## src/rtl/iq_decim_avg.sv

```systemverilog
// Boxcar average-and-dump I/Q decimator feeding a 2-entry valid/ready output buffer.
// Define IQ_DECIM_ROUND_EN for round-half-up scaling; otherwise results truncate toward -inf.
module iq_decim_avg #(
    parameter int MAX_LOG2  = 8,
    parameter int CNT_WIDTH = 8
) (
    input  logic        adc_clk,
    input  logic        adc_rstn,
    input  logic        cfg_enable,
    input  logic [3:0]  cfg_decim_log2,
    input  logic        cfg_ovf_clr,
    input  logic [31:0] in_data,
    input  logic        in_valid,
    output logic [31:0] out_data,
    output logic        out_valid,
    input  logic        out_ready,
    output logic        out_ovf
);
    localparam int ACC_W = 16 + MAX_LOG2;
    localparam logic [3:0] MAX_L = 4'(MAX_LOG2);
    localparam logic [CNT_WIDTH:0] CNT_ONE = 1;

    logic [3:0] lat_log2, cfg_l, cur_l;
    logic [CNT_WIDTH-1:0] cnt;
    logic [CNT_WIDTH:0] last_idx;
    logic signed [ACC_W-1:0] acc_i, acc_q, samp_i, samp_q, base_i, base_q;
    logic signed [ACC_W-1:0] part_i, part_q, sum_i, sum_q, shf_i, shf_q;
    logic accept, block_done, pop, full, drop;
    logic [31:0] res, slot0, slot1;
    logic [1:0] count;

    assign cfg_l  = (cfg_decim_log2 > MAX_L) ? MAX_L : cfg_decim_log2;
    // The first sample of a block already uses the newly sampled L.
    assign cur_l  = (cnt == '0) ? cfg_l : lat_log2;
    assign accept = cfg_enable & in_valid;

    assign last_idx   = (CNT_ONE << cur_l) - CNT_ONE;
    assign block_done = accept && ({1'b0, cnt} == last_idx);

    assign samp_i = {{MAX_LOG2{in_data[15]}}, in_data[15:0]};
    assign samp_q = {{MAX_LOG2{in_data[31]}}, in_data[31:16]};
    assign base_i = (cnt == '0) ? '0 : acc_i;
    assign base_q = (cnt == '0) ? '0 : acc_q;
    assign part_i = base_i + samp_i;
    assign part_q = base_q + samp_q;

`ifdef IQ_DECIM_ROUND_EN
    localparam logic signed [ACC_W-1:0] ACC_ONE = 1;
    logic signed [ACC_W-1:0] rnd;
    assign rnd   = (cur_l == 4'd0) ? '0 : (ACC_ONE << (cur_l - 4'd1));
    assign sum_i = part_i + rnd;
    assign sum_q = part_q + rnd;
`else
    assign sum_i = part_i;
    assign sum_q = part_q;
`endif

    assign shf_i = sum_i >>> cur_l;
    assign shf_q = sum_q >>> cur_l;
    assign res   = {shf_q[15:0], shf_i[15:0]};

    assign out_valid = (count != 2'd0);
    assign out_data  = slot0;
    assign pop       = out_valid & out_ready;
    assign full      = (count == 2'd2);
    assign drop      = block_done & full & ~pop;

    always_ff @(posedge adc_clk) begin
        if (!adc_rstn) begin
            lat_log2 <= '0;
            cnt      <= '0;
            acc_i    <= '0;
            acc_q    <= '0;
        end else if (!cfg_enable) begin
            cnt   <= '0;
            acc_i <= '0;
            acc_q <= '0;
        end else if (accept) begin
            if (cnt == '0)
                lat_log2 <= cfg_l;
            cnt   <= block_done ? '0 : cnt + 1'b1;
            acc_i <= part_i;
            acc_q <= part_q;
        end
    end

    // slot0 is always the head; a pop shifts slot1 forward before any push lands.
    always_ff @(posedge adc_clk) begin
        if (!adc_rstn) begin
            slot0 <= '0;
            slot1 <= '0;
            count <= 2'd0;
            out_ovf <= 1'b0;
        end else begin
            case (count)
                2'd0: if (block_done) begin
                    slot0 <= res;
                    count <= 2'd1;
                end
                2'd1: begin
                    if (block_done && pop) slot0 <= res;
                    else if (block_done) begin
                        slot1 <= res;
                        count <= 2'd2;
                    end else if (pop) count <= 2'd0;
                end
                default: begin
                    if (pop) begin
                        slot0 <= slot1;
                        if (block_done) slot1 <= res;
                        else count <= 2'd1;
                    end
                end
            endcase
            if (drop) out_ovf <= 1'b1;
            else if (cfg_ovf_clr) out_ovf <= 1'b0;
        end
    end
endmodule

```

## config.mk

```make
export PLATFORM = sky130hd
export DESIGN_NAME = iq_decim_avg
export DESIGN_NICKNAME = d
export VERILOG_FILES = /design/src/rtl/iq_decim_avg.sv
export SDC_FILE = /design/constraint.sdc
export NUM_CORES = 1
export LEC_CHECK = 0
export ABC_AREA = 0
export CAP_MARGIN = 40
export CORE_AREA = 5 5 140 243
export DETAILED_ROUTE_END_ITERATION = 12
export DIE_AREA = 0 0 145 248
export PLACE_DENSITY_LB_ADDON = 0.15
export SYNTH_ARGS = -nofsm -noshare
export SYNTH_HDL_FRONTEND = slang
export SYNTH_SLANG_ARGS = --single-unit
```

## constraint.sdc

```tcl
create_clock -name adc_clk -period 6 [get_ports adc_clk]
set_input_delay 1.2 -clock adc_clk [delete_from_list [all_inputs] [get_ports adc_clk]]
set_output_delay 1.2 -clock adc_clk [all_outputs]
set_load 0.02 [all_outputs]
```

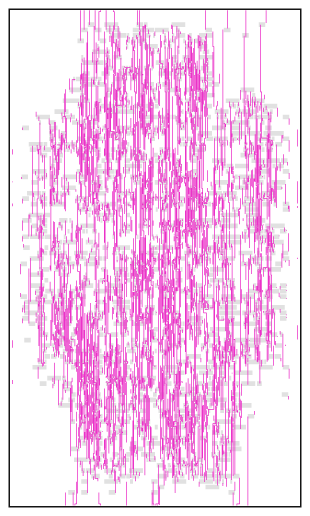
Run 1: metal 2
Drawn at 2 px/micron.
share of all routed wire = 51%
nets with wire on the layer = 1318
longest straight run = 68.3 microns
GR Layer Usage met2: 0.385
routed via count: 11512
Total Wirelength: 39700 microns

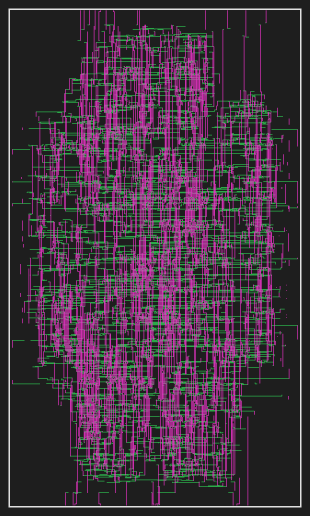
Run 1: routed metal, one colour a layer
Drawn at 2 px/micron. Only two layers are drawn.
green -> metal 1  # wire length 15800 microns
magenta -> metal 2  # wire length 20.1 mm
DR WL/cell: 20.7 microns
overall global routing resource usage: 0.216

==> run summary, run 1 <==
run metrics: vias per cell=6.01, Combinational Power Share=0.221, Max-slew headroom=0.381, Req. time, crit path=6.31 ns, M1 GR Usage=0.243, # hold bufs at CTS=0, post-route design area=12600 sq um, top power group=clock, Clock Sinks=127, logic share of the area=0.625, Post-synth EDFFs=0, Filler cells=3380, yosys warns=0, Metal-1 WL=15800 microns, Buffers on Ports=75, crit path from=cnt[0]$_SDFFE_PN0P_, setup_tns=0 ns, crit start category=flop, Complex Gates by Area=0.327, hold slack=0.468 ns, placed insts=1882, antenna violations before repair=0, vias in the first global route=11141, Log Warnings=27, CP Class=flop to flop, CTS tree=yes, status=finished, final reports clean, drt first-iter violations=661, clock network power share=0.427, worst-path maximum fanout=57, n_diodes=0, XOR Share, Synth=0.0304, Synth Net Count=1580, R2R Path End=out_data[23]$_SDFFE_PN0P_, RePlAce Congestion=0.901, Setup crit end kind=flop, Clock Skews=0.0126 ns, Register-to-Register Path Depth=17, setup bufs post-CTS=0, async set-reset flop share out of synthesis=0, top-count cell post-synth=nor2_1, WL met3=1700 microns, CP endpoint=out_data[23]$_SDFFE_PN0P_, Yosys top cell area share=0.232, clock buffer depth=2, Comb group=0.000545 W, Yosys chip area=11000 sq um, Commonest flop=dfxtp_1, worst skew pair latency=0.45 ns, HP Start=slot1[11]$_SDFFE_PN0P_, met3 Track Usage GR=0.0351, sequential share of cell area=0.202, global routing's busiest layer=met2, Synth Area in Simple Gates=0.250, Final Max-Slew Violation Tally=0, invs w/o clock=27, measured slew at the worst slew-check pin=0.925 ns, Tcrit/Tclk final=0.877, pwr dens=196 nW/um^2, IO Pins=76, Hold Crit Class=flop to flop, hold path endpoint=slot1[11]$_SDFFE_PN0P_, Tap Count=400, Leak=4.91 nW, cell count in the Yosys report=1487, r2r setup slk=0.74 ns, mapped cell area=11000 sq um, Avg Cell Area, Syn=7.37 sq um, multi-input gates=1220, Clk. pwr=0.00105 W, Peak Freq=190 MHz, Final Hold Fails=0, Net count, final=1594, Clock Network Area Fraction=0.0457, largest net degree at the start of global routing=75, Post-Layout Cell Count=1914, largest class=multi-input combinational cells, post-synthesis cell count=1487, most common logic cells in the final layout=nor2_1 (168), dfxtp_1 (127), nand2_1 (113), a21oi_1 (106), o21ai_0 (92), first-pass GRT wire length=62300 microns, Max-cap violations=0, total power=0.00246 W, total grt overflow=0, cell family with most CP delay=AND-OR/OR-AND gates, Crit Reg-Reg Startpoint=cnt[0]$_SDFFE_PN0P_, clk root buf=clkbuf_16, mux share=0.0487
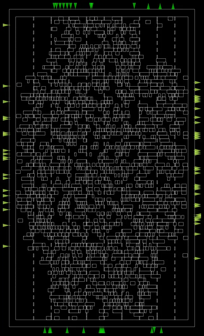
Run 1: placement view
final core utilization: 0.394
# rows: 87

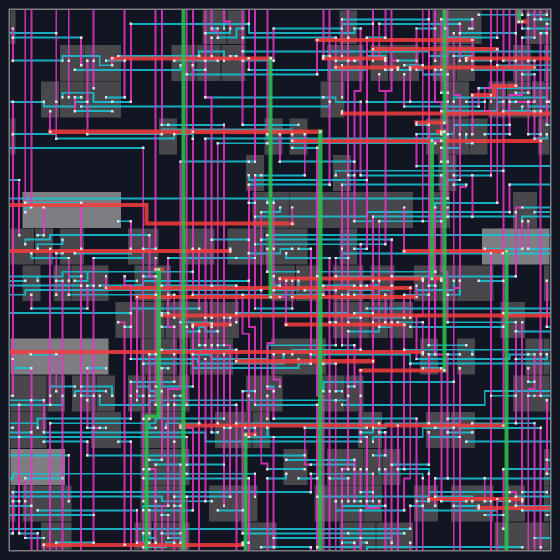
Run 1: a small window of the routed layout
Region (52, 104) to (92, 144) microns. Cells in grey, sequential cells in the stronger grey; small squares are vias.
red -> metal 3
magenta -> metal 2
green -> metal 4
cyan -> metal 1
most frequent = nor2_1 (20), nand2_1 (14), o21ai_0 (11)
netlist names of flops here include = `acc_i` (3), `slot1` (1)
cells with their middle in the window = 109
sequential cells in the window = 4

--- run 2 (diff from run 1) ---
--- a/config.mk
+++ b/config.mk
@@ -10,7 +10,9 @@
 export CORE_AREA = 5 5 140 243
 export DETAILED_ROUTE_END_ITERATION = 12
 export DIE_AREA = 0 0 145 248
+export GPL_ROUTABILITY_DRIVEN = 0
 export PLACE_DENSITY_LB_ADDON = 0.15
 export SYNTH_ARGS = -nofsm -noshare
 export SYNTH_HDL_FRONTEND = slang
 export SYNTH_SLANG_ARGS = --single-unit
+export TNS_END_PERCENT = 5
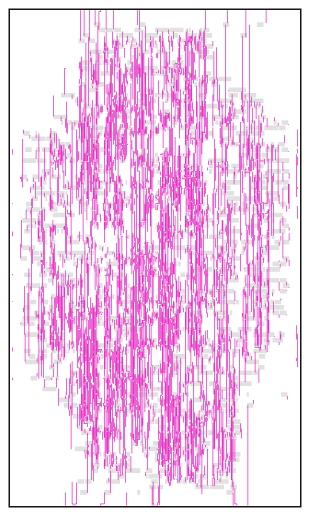
Run 2: metal 2
Drawn at 2 px/micron.
wire length on this layer = 20.0 mm
share of all routed wire = 50%
main direction = vertical
routed via count: 11450
Total Wirelength: 39700 microns
GR Layer Usage met2: 0.387

==> run summary, run 2 <==
run metrics: status=finished, final reports clean (unchanged), hold slack=0.461 ns (was 0.468 ns), Log Warnings=27 (unchanged), DR WL/cell=20.8 microns (was 20.7 microns), Avg Cell Area, Syn=7.37 sq um (unchanged), cell family with most CP delay=AND-OR/OR-AND gates (unchanged), # hold bufs at CTS=0 (unchanged), clock buffer depth=2 (unchanged), CP Class=flop to flop (unchanged), XOR Share, Synth=0.0304 (unchanged), global routing's busiest layer=met2 (unchanged), Hold Crit Class=flop to flop (unchanged), post-synthesis cell count=1487 (unchanged), HP Start=slot1[6]$_SDFFE_PN0P_ (was slot1[11]$_SDFFE_PN0P_), post-route design area=12500 sq um (was 12600 sq um), vias per cell=5.99 (was 6.01), measured slew at the worst slew-check pin=0.931 ns (was 0.925 ns), Register-to-Register Path Depth=17 (unchanged), r2r setup slk=0.68 ns (was 0.74 ns), most common logic cells in the final layout=nor2_1 (168), dfxtp_1 (127), nand2_1 (113), a21oi_1 (106), o21ai_0 (92) (unchanged), Max-slew headroom=0.377 (was 0.381), Req. time, crit path=6.31 ns (about the same), Clock Sinks=127 (unchanged), Peak Freq=188 MHz (was 190 MHz), Filler cells=3364 (was 3380), CP endpoint=out_data[23]$_SDFFE_PN0P_ (unchanged), worst skew pair latency=0.45 ns (about the same), Yosys chip area=11000 sq um (unchanged), met3 Track Usage GR=0.0307 (was 0.0351), total power=0.00242 W (was 0.00246 W), Final Hold Fails=0 (unchanged), first-pass GRT wire length=61900 microns (was 62300 microns), Synth Area in Simple Gates=0.250 (unchanged), cell count in the Yosys report=1487 (unchanged), IO Pins=76 (unchanged), setup_tns=0 ns (unchanged), overall global routing resource usage=0.214 (was 0.216), Comb group=0.000545 W (about the same), clock network power share=0.417 (was 0.427), antenna violations before repair=0 (unchanged), largest class=multi-input combinational cells (unchanged), Crit-path slowest cell=a221oi_1 (unchanged), mapped cell area=11000 sq um (unchanged), invs w/o clock=27 (unchanged), Combinational Power Share=0.225 (was 0.221), Tcrit/Tclk final=0.887 (was 0.877), pwr dens=193 nW/um^2 (was 196 nW/um^2), total grt overflow=0 (unchanged), Leak=4.89 nW (was 4.91 nW), top-count cell post-synth=nor2_1 (unchanged), Synth Net Count=1580 (unchanged), Final Max-Slew Violation Tally=0 (unchanged), Commonest flop=dfxtp_1 (unchanged), M1 GR Usage=0.240 (was 0.243), Metal-1 WL=15900 microns (was 15800 microns), crit start category=flop (unchanged), setup bufs post-CTS=0 (unchanged), Complex Gates by Area=0.327 (unchanged), drt first-iter violations=711 (was 661), Net count, final=1593 (was 1594), hold path endpoint=slot1[6]$_SDFFE_PN0P_ (was slot1[11]$_SDFFE_PN0P_), Crit Reg-Reg Startpoint=cnt[0]$_SDFFE_PN0P_ (unchanged), Clock Skews=0.0124 ns (was 0.0126 ns)
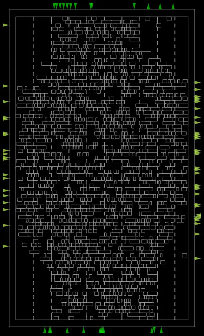
Run 2: placement view
sequential share of cell area: 0.203
Post-Layout Cell Count: 1911
Tap Count: 400

Power is estimated from default activity; no workload was simulated.
